Run 1, metal 1:
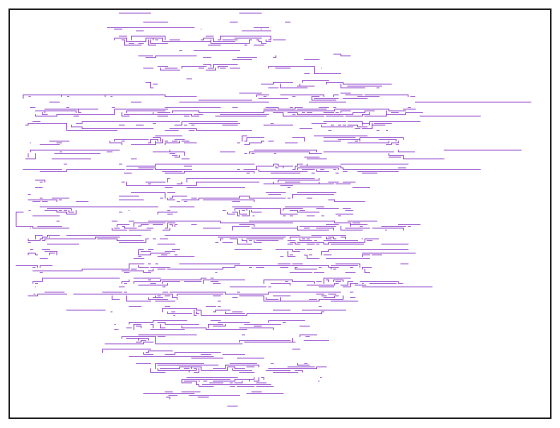
Run 1, where the registers sit:
Other sequential cells in the stronger grey, the rest of the logic in the fainter grey.
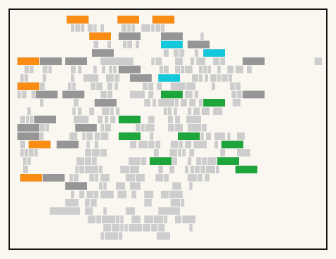
Run 1, metal 2:
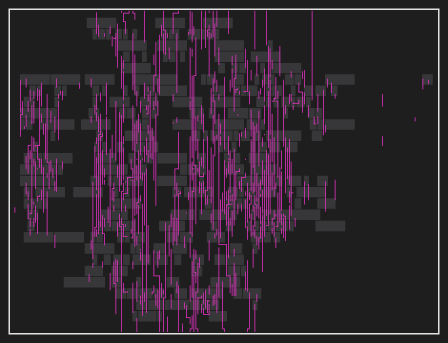
File: config.mk
export PLATFORM = sky130hd
export DESIGN_NAME = ram_dumper_flat
export DESIGN_NICKNAME = d
export VERILOG_FILES = /design/src/rtl/ram_dumper_if.sv /design/src/rtl/ram_dumper.sv /design/src/flat_wrapper.sv
export SDC_FILE = /design/constraint.sdc
export NUM_CORES = 1
export LEC_CHECK = 0
export CORE_ASPECT_RATIO = 0.75
export CORE_UTILIZATION = 30
export CTS_CLUSTER_DIAMETER = 150
export CTS_CLUSTER_SIZE = 25
export DETAILED_ROUTE_END_ITERATION = 8
export DONT_BUFFER_PORTS = 1
export GPL_TIMING_DRIVEN = 0
export PLACE_DENSITY = 0.55
export SYNTH_ARGS = -nofsm -noshare
export SYNTH_HDL_FRONTEND = slang
export SYNTH_SLANG_ARGS = --single-unit
export TNS_END_PERCENT = 30
File: constraint.sdc
create_clock -name clk -period 4.39 [get_ports clk]
set_input_delay 0.878 -clock clk [delete_from_list [all_inputs] [get_ports clk]]
set_output_delay 0.878 -clock clk [all_outputs]
set_load 0.05 [all_outputs]
File: src/rtl/ram_dumper_if.sv
// ram_dumper_if: bundles the dump request, RAM read port and dump output
// stream of ram_dumper into one interface.
//   master modport : the environment side. It issues start and the range,
//                    returns RAM read data and supplies out_ready.
//   slave modport  : the dumper side. It reads the RAM, presents the words,
//                    and reports busy, cpu_hold and done.
interface ram_dumper_if #(
  parameter int ADDR_W = 8,
  parameter int DATA_W = 8
) ();
  // Dump request
  logic              start;
  logic [ADDR_W-1:0] start_addr;
  logic [ADDR_W-1:0] end_addr;
  // RAM read port (data returns one cycle after mem_rd)
  logic              mem_rd;
  logic [ADDR_W-1:0] mem_addr;
  logic [DATA_W-1:0] mem_data;
  // Dump output stream
  logic              out_valid;
  logic              out_ready;
  logic [ADDR_W-1:0] out_addr;
  logic [DATA_W-1:0] out_data;
  // Status
  logic              busy;
  logic              cpu_hold;
  logic              done;

  modport master (
    output start, start_addr, end_addr, mem_data, out_ready,
    input  mem_rd, mem_addr, out_valid, out_addr, out_data, busy, cpu_hold, done
  );

  modport slave (
    input  start, start_addr, end_addr, mem_data, out_ready,
    output mem_rd, mem_addr, out_valid, out_addr, out_data, busy, cpu_hold, done
  );
endinterface

File: src/rtl/ram_dumper.sv
// ram_dumper: streams out an inclusive RAM address range, one word at a time.
// The range wraps through address 0 when end_addr < start_addr.
// Each word takes three states:
//   READ : strobes the RAM.
//   CAPT : latches the returned data.
//   SEND : presents the word until the consumer accepts it.
// Ports:
//   clk : single clock. All state changes on the rising edge.
//   rst : synchronous, active-high reset.
//   bus : ram_dumper_if.slave. It carries:
//         - the start/start_addr/end_addr request,
//         - the mem_rd/mem_addr/mem_data RAM port,
//         - the out_valid/out_ready/out_addr/out_data stream,
//         - the busy, cpu_hold and done status outputs.
// All outputs are registered.
module ram_dumper #(
  parameter int ADDR_W = 8,
  parameter int DATA_W = 8
) (
  input  logic         clk,
  input  logic         rst,
  ram_dumper_if.slave  bus
);

  typedef enum logic [2:0] {
    IDLE = 3'd0,
    READ = 3'd1,
    CAPT = 3'd2,
    SEND = 3'd3,
    DONE = 3'd4
  } state_t;

  state_t            state_reg;
  logic [ADDR_W-1:0] addr_reg;
  // One bit wider than the address so that a full 2^ADDR_W-word dump fits.
  logic [ADDR_W:0]   count_reg;
  logic              mem_rd_reg;
  logic [ADDR_W-1:0] mem_addr_reg;
  logic              out_valid_reg;
  logic [ADDR_W-1:0] out_addr_reg;
  logic [DATA_W-1:0] out_data_reg;
  logic              busy_reg;
  logic              done_reg;

  // The next address is computed at address width, so it wraps from the top
  // of the RAM to 0.
  logic [ADDR_W-1:0] addr_inc;
  // Range length minus one, computed at address width, so the range wraps
  // through 0.
  logic [ADDR_W-1:0] span;

  assign addr_inc = addr_reg + 1'b1;
  assign span     = bus.end_addr - bus.start_addr;

  always_ff @(posedge clk) begin
    if (rst) begin
      state_reg     <= IDLE;
      addr_reg      <= '0;
      count_reg     <= '0;
      mem_rd_reg    <= 1'b0;
      mem_addr_reg  <= '0;
      out_valid_reg <= 1'b0;
      out_addr_reg  <= '0;
      out_data_reg  <= '0;
      busy_reg      <= 1'b0;
      done_reg      <= 1'b0;
    end else begin
      case (state_reg)
        IDLE: begin
          // The range is sampled only here, so later changes on the range
          // inputs cannot disturb a dump in progress.
          if (bus.start) begin
            addr_reg     <= bus.start_addr;
            count_reg    <= {1'b0, span} + (ADDR_W+1)'(1);
            mem_rd_reg   <= 1'b1;
            mem_addr_reg <= bus.start_addr;
            busy_reg     <= 1'b1;
            state_reg    <= READ;
          end
        end

        READ: begin
          // The read strobe lasts exactly one cycle. The data arrives
          // during CAPT.
          mem_rd_reg <= 1'b0;
          state_reg  <= CAPT;
        end

        CAPT: begin
          out_data_reg  <= bus.mem_data;
          out_addr_reg  <= addr_reg;
          out_valid_reg <= 1'b1;
          state_reg     <= SEND;
        end

        SEND: begin
          if (bus.out_ready) begin
            out_valid_reg <= 1'b0;
            if (count_reg > (ADDR_W+1)'(1)) begin
              addr_reg     <= addr_inc;
              count_reg    <= count_reg - (ADDR_W+1)'(1);
              mem_rd_reg   <= 1'b1;
              mem_addr_reg <= addr_inc;
              state_reg    <= READ;
            end else begin
              done_reg  <= 1'b1;
              state_reg <= DONE;
            end
          end
        end

        DONE: begin
          done_reg  <= 1'b0;
          busy_reg  <= 1'b0;
          state_reg <= IDLE;
        end

        default: begin
          state_reg <= IDLE;
        end
      endcase
    end
  end

  assign bus.mem_rd    = mem_rd_reg;
  assign bus.mem_addr  = mem_addr_reg;
  assign bus.out_valid = out_valid_reg;
  assign bus.out_addr  = out_addr_reg;
  assign bus.out_data  = out_data_reg;
  assign bus.busy      = busy_reg;
  // The CPU is held off the RAM for exactly as long as the dumper is busy.
  assign bus.cpu_hold  = busy_reg;
  assign bus.done      = done_reg;

endmodule

File: src/flat_wrapper.sv
// flat-port wrapper written by rule: the top's interface ports become plain ports
module ram_dumper_flat 
#(
  parameter int ADDR_W = 8,
  parameter int DATA_W = 8
)
  (clk, rst, bus_start, bus_start_addr, bus_end_addr, bus_mem_data, bus_out_ready, bus_mem_rd, bus_mem_addr, bus_out_valid, bus_out_addr, bus_out_data, bus_busy, bus_cpu_hold, bus_done);
  ram_dumper_if #(.ADDR_W(ADDR_W), .DATA_W(DATA_W)) bus_i ();
  input  logic clk;
  input  logic rst;
  input wire logic [$bits(bus_i.start)-1:0] bus_start;
  input wire logic [$bits(bus_i.start_addr)-1:0] bus_start_addr;
  input wire logic [$bits(bus_i.end_addr)-1:0] bus_end_addr;
  input wire logic [$bits(bus_i.mem_data)-1:0] bus_mem_data;
  input wire logic [$bits(bus_i.out_ready)-1:0] bus_out_ready;
  output wire logic [$bits(bus_i.mem_rd)-1:0] bus_mem_rd;
  output wire logic [$bits(bus_i.mem_addr)-1:0] bus_mem_addr;
  output wire logic [$bits(bus_i.out_valid)-1:0] bus_out_valid;
  output wire logic [$bits(bus_i.out_addr)-1:0] bus_out_addr;
  output wire logic [$bits(bus_i.out_data)-1:0] bus_out_data;
  output wire logic [$bits(bus_i.busy)-1:0] bus_busy;
  output wire logic [$bits(bus_i.cpu_hold)-1:0] bus_cpu_hold;
  output wire logic [$bits(bus_i.done)-1:0] bus_done;
  assign bus_i.start = bus_start;
  assign bus_i.start_addr = bus_start_addr;
  assign bus_i.end_addr = bus_end_addr;
  assign bus_i.mem_data = bus_mem_data;
  assign bus_i.out_ready = bus_out_ready;
  assign bus_mem_rd = bus_i.mem_rd;
  assign bus_mem_addr = bus_i.mem_addr;
  assign bus_out_valid = bus_i.out_valid;
  assign bus_out_addr = bus_i.out_addr;
  assign bus_out_data = bus_i.out_data;
  assign bus_busy = bus_i.busy;
  assign bus_cpu_hold = bus_i.cpu_hold;
  assign bus_done = bus_i.done;
  ram_dumper #(.ADDR_W(ADDR_W), .DATA_W(DATA_W)) u_core (.clk(clk), .rst(rst), .bus(bus_i));
endmodule
==> notes.md, run 1 <==
fresh numbers from the pnr run: run status=completed, CP Cell Sequence=inv_1 > ha_1 > inv_1 > fa_1 > a211oi_1 > nor2_1 > xor2_1 > and3_2 > nand3_1 > xnor2_1 > a2111oi_2, Syn Std Cell Area=2310 µm², global-route wire length before repair=10100 µm, per-instance average area after synthesis=7.69 µm², IO Pins=57, proportion of power drawn by the clock network=26.8%, logic gate fraction of the total cell area=54.0%, post-route DRC violation count=0, category of the critical setup timing path=primary input to flop, detailed placement HPWL=4680 µm, simple share=24.0%, deepest level of the CTS H-tree=2, synthesized chip area reported by yosys=2310 µm², total setup buffers inserted after CTS=0, Max rail drop VDD=0.000178 V, fin nets=347, switching share of power=39.8%, unrepaired setup endpoints after global routing=false, leading cell type in the layout, fill and taps excluded=nand2_1, number of flip-flops under the largest register name=9, grt met3 use=5.05%, Iteration-0 DRC Markers=130, end of the worst register-to-register path=u_core.count_reg[4], clock buffers created by TritonCTS=5, inverter count of the layout excluding clock inverters=13, non-clock buffer area fraction after layout=3.24%, post-route clock period utilization=68.0%, top library cells by usage in the layout, fill and taps aside=nand2_1, dfxtp_1, a21oi_1, Pins Over Slew Limit=0, share of layout cells above drive strength 1=8.12%, mux contribution to synthesized area=0%, Worst Skew=0.0104 ns, die height=77.9 µm, Rows=27, relative slew slack=51.5%, area added between synthesis and finish=10.5%, number of gates on the worst path with buffers counted=11, Crit path arrival time=3.18 ns, sequential cell area fraction in the yosys report=34.7%, number of hold-repair buffers added at the cts stage=0, post-synthesis async set-or-reset flop share=0%, startpoint of the lowest-slack register-to-register path=u_core.count_reg[1], final std cell area, no fill=2550 µm², CTS root buffer=clkbuf_8, switching power of the nets=464 µW, inserted tap cell count=101, internal power contribution=702 µW, nets in the synthesized netlist=340, combined buffer and inverter count along the critical path=2, synthesized instance count=300, count of port buffers added during placement=0, dpl ws=1.16 ns, Avg WL per Cell=15.1 µm, filler cell count=778, crit-path leading delay family=AND-OR/OR-AND gates, setup slack of the critical path after layout=1.41 ns, CP startpoint=bus_end_addr[0], comb. cell area=1380 µm², static leakage=0.969 nW, Clock group=313 µW, total die size=8050 µm², critical path's largest stage delay=0.42 ns, total negative slack=0 ns, number of non-clock buffers=17, grt peak-use layer=met2, area of the core=7400 µm², register share of total power=45.4%, Diodes inserted=0, Largest cell class=logic gates, via count of the first global-routing pass=1936, XOR Share, Synth=6.51%, uppermost layer routed=met4, final global-route overflow total=0, area share of the largest cell type after synthesis=34.7%, combinational power=324 µW, Area contributors post-synth=dfxtp_1, nand2_1, a21oi_1, kind of launch point of the worst setup path=primary input, number of non-filler instances in the completed layout=409, most frequent CP cell=inv_1, CTS Buffer Depth=2, Synthesized registers=40, cell with the largest stage delay on the worst path=fa_1, cell count of the worst reg-to-reg path=9, shortest clock period the worst path allows after layout=2.98 ns, pwr dens=458 nW/µm², TritonCTS clock tree=done, setup slack of the worst register-to-register path=2.03 ns, endpoints failing setup=0, Setup crit end kind=flop, count of sequential standard cells=40, TritonCTS Sinks=40, initial antenna violation count=0, most repeated cell in the gate-level netlist after synthesis=nand2_1, combinational gates=230, Vias per Instance=5.18, hold slack final=0.546 ns, maximum capacitance violations=0, final number of hold-violating endpoints=0, count of yosys warnings during synthesis=0, final-layout clock buffer total=5, number of warnings the tools reported=27, EDFF count, synth=0, measured slew at the worst slew-check pin=0.727 ns, Overall Power=1.17 mW, Largest Pwr Group=sequential cells, critical path data required time=4.59 ns, clock network area share=4.52%, total routing usage reported by global routing=16.0%, placed insts=401, GPL Wtd Cong=0.861, core utilization at floorplan=31.2%, Die Width=103 µm, clk ins delay skew pair=0.30 ns, number of cells in the yosys synthesis report=300, biggest area consumer among synthesized cells=dfxtp_1, combinational power share=27.8%, Unique cell types=48, number of instances on the worst hold path=2, Worst Setup EP=u_core.count_reg[7], Hold/Removal Path Class=flop to flop, first-pass iteration count of the detailed router=5, largest net degree at the start of global routing=15, peak fanout along the critical path=3, fraction of the mapped netlist area in adder cells=6.83%
About 'metal 1':
nets with wire on the layer = 328
wire length on this layer = 3020 µm
M1 GR Usage: 22.8%
via count: 2117

About 'where the registers sit':
green -> u_core.count_reg  # sequential cells 9, where centre
orange -> u_core.bus.out_data  # sequential cells 8
cyan -> u_core.state_reg  # sequential cells 3
not coloured = 20
Sequential cell area: 801 µm²
power attributed to sequential cells: 529 µW
share of cell area taken by flip-flops and latches: 31.4%
final core area utilization: 34.4%

About 'metal 2':
nets with wire on the layer = 283
share of all routed wire = 43%
wire length on this layer = 2650 µm
longest straight run = 34.7 µm
main direction = vertical
global-route track usage on met2: 23.1%
wire length after detailed routing: 6180 µm

==> inputs of run 2 (changes only) <==
==> constraint.sdc (replaced) <==
create_clock -name clk -period 2.85 [get_ports clk]
set_input_delay 0.57 -clock clk [delete_from_list [all_inputs] [get_ports clk]]
set_output_delay 0.57 -clock clk [all_outputs]
set_load 0.05 [all_outputs]
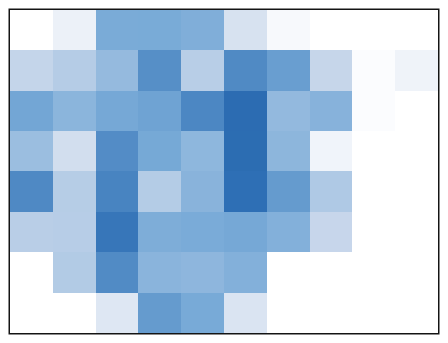
Run 2: cell density map
10 x 8 tiles, from white (low) to dark blue (high), 0 to 100% covered.
densest ninth of the die = centre
mean over tiles = 30%
fullest tile = 76%
area of the core: 7400 µm²
core utilization at floorplan: 31.2%

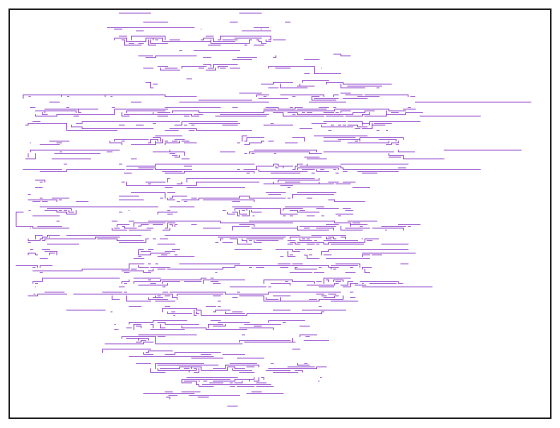
Run 2: metal 1
nets with wire on the layer = 328
share of all routed wire = 49%
main direction = horizontal
wire length on this layer = 3020 µm
longest straight run = 27.1 µm

==> run 2 against run 1 <==
Effect of this change: power is 54% higher; utilization stayed put; clock-buffer cell count unchanged; combinational power increased by 54%; highest routed layer unchanged; global-route usage is the same.
==> notes.md, run 2 <==
fresh numbers from the pnr run: run status=completed, switching share of power=39.8% (about the same), final global-route overflow total=0 (unchanged), Setup crit end kind=flop, mux contribution to synthesized area=0% (unchanged), simple share=24.0% (unchanged), non-clock buffer area fraction after layout=3.24% (unchanged), CP startpoint=bus_end_addr[0], Overall Power=1.80 mW (+54%), post-route clock period utilization=93.9%, TritonCTS Sinks=40 (unchanged), switching power of the nets=715 µW (+54%), share of cell area taken by flip-flops and latches=31.4% (unchanged), pwr dens=705 nW/µm² (+54%), Crit path arrival time=2.87 ns (-0.31 ns), grt peak-use layer=met2, startpoint of the lowest-slack register-to-register path=u_core.count_reg[1], setup slack of the worst register-to-register path=0.49 ns (-1.54 ns), IO Pins=57 (unchanged), first-pass iteration count of the detailed router=5 (unchanged), post-route DRC violation count=0 (unchanged), count of port buffers added during placement=0 (unchanged), most frequent CP cell=inv_1, combinational power=500 µW (+54%), crit-path leading delay family=AND-OR/OR-AND gates, comb. cell area=1380 µm² (unchanged), GPL Wtd Cong=0.861 (unchanged), number of cells in the yosys synthesis report=300 (unchanged), cell count of the worst reg-to-reg path=9 (unchanged), count of sequential standard cells=40 (unchanged), Syn Std Cell Area=2310 µm² (unchanged), via count of the first global-routing pass=1936 (unchanged), number of non-filler instances in the completed layout=409 (unchanged), unrepaired setup endpoints after global routing=false, combinational power share=27.8% (about the same), synthesized instance count=300 (unchanged), Area contributors post-synth=dfxtp_1, nand2_1, a21oi_1, peak fanout along the critical path=3 (unchanged), detailed placement HPWL=4680 µm (unchanged), biggest area consumer among synthesized cells=dfxtp_1, dpl ws=-0.0706 ns (-1.23 ns), inserted tap cell count=101 (unchanged), total routing usage reported by global routing=16.0% (unchanged), uppermost layer routed=met4, hold slack final=0.341 ns (-0.205 ns), deepest level of the CTS H-tree=2 (unchanged), nets in the synthesized netlist=340 (unchanged), Iteration-0 DRC Markers=130 (unchanged), synthesized chip area reported by yosys=2310 µm² (unchanged), clock buffers created by TritonCTS=5 (unchanged), final number of hold-violating endpoints=0 (unchanged), category of the critical setup timing path=primary input to flop, Largest Pwr Group=sequential cells, fin nets=347 (unchanged), number of flip-flops under the largest register name=9 (unchanged), fraction of the mapped netlist area in adder cells=6.83% (unchanged), proportion of power drawn by the clock network=26.8% (about the same), number of non-clock buffers=17 (unchanged), Sequential cell area=801 µm² (unchanged), shortest clock period the worst path allows after layout=2.68 ns, TritonCTS clock tree=done, Worst Setup EP=u_core.count_reg[7], combinational gates=230 (unchanged), most repeated cell in the gate-level netlist after synthesis=nand2_1, endpoints failing setup=0 (unchanged), number of warnings the tools reported=27 (unchanged), Largest cell class=logic gates, number of hold-repair buffers added at the cts stage=0 (unchanged), Pins Over Slew Limit=0 (unchanged), static leakage=0.969 nW (unchanged), internal power contribution=1.08 mW (+54%), number of instances on the worst hold path=1 (-1), setup slack of the critical path after layout=0.175 ns (-1.23 ns), area added between synthesis and finish=10.5% (unchanged), sequential cell area fraction in the yosys report=34.7% (unchanged)
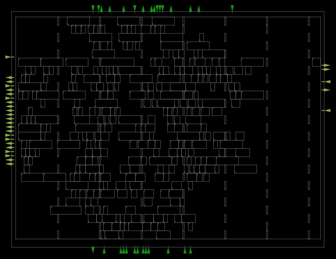
Run 2: cell outlines without signal wires
filler cell count: 778
Rows: 27

Power is estimated from default activity; no workload was simulated.
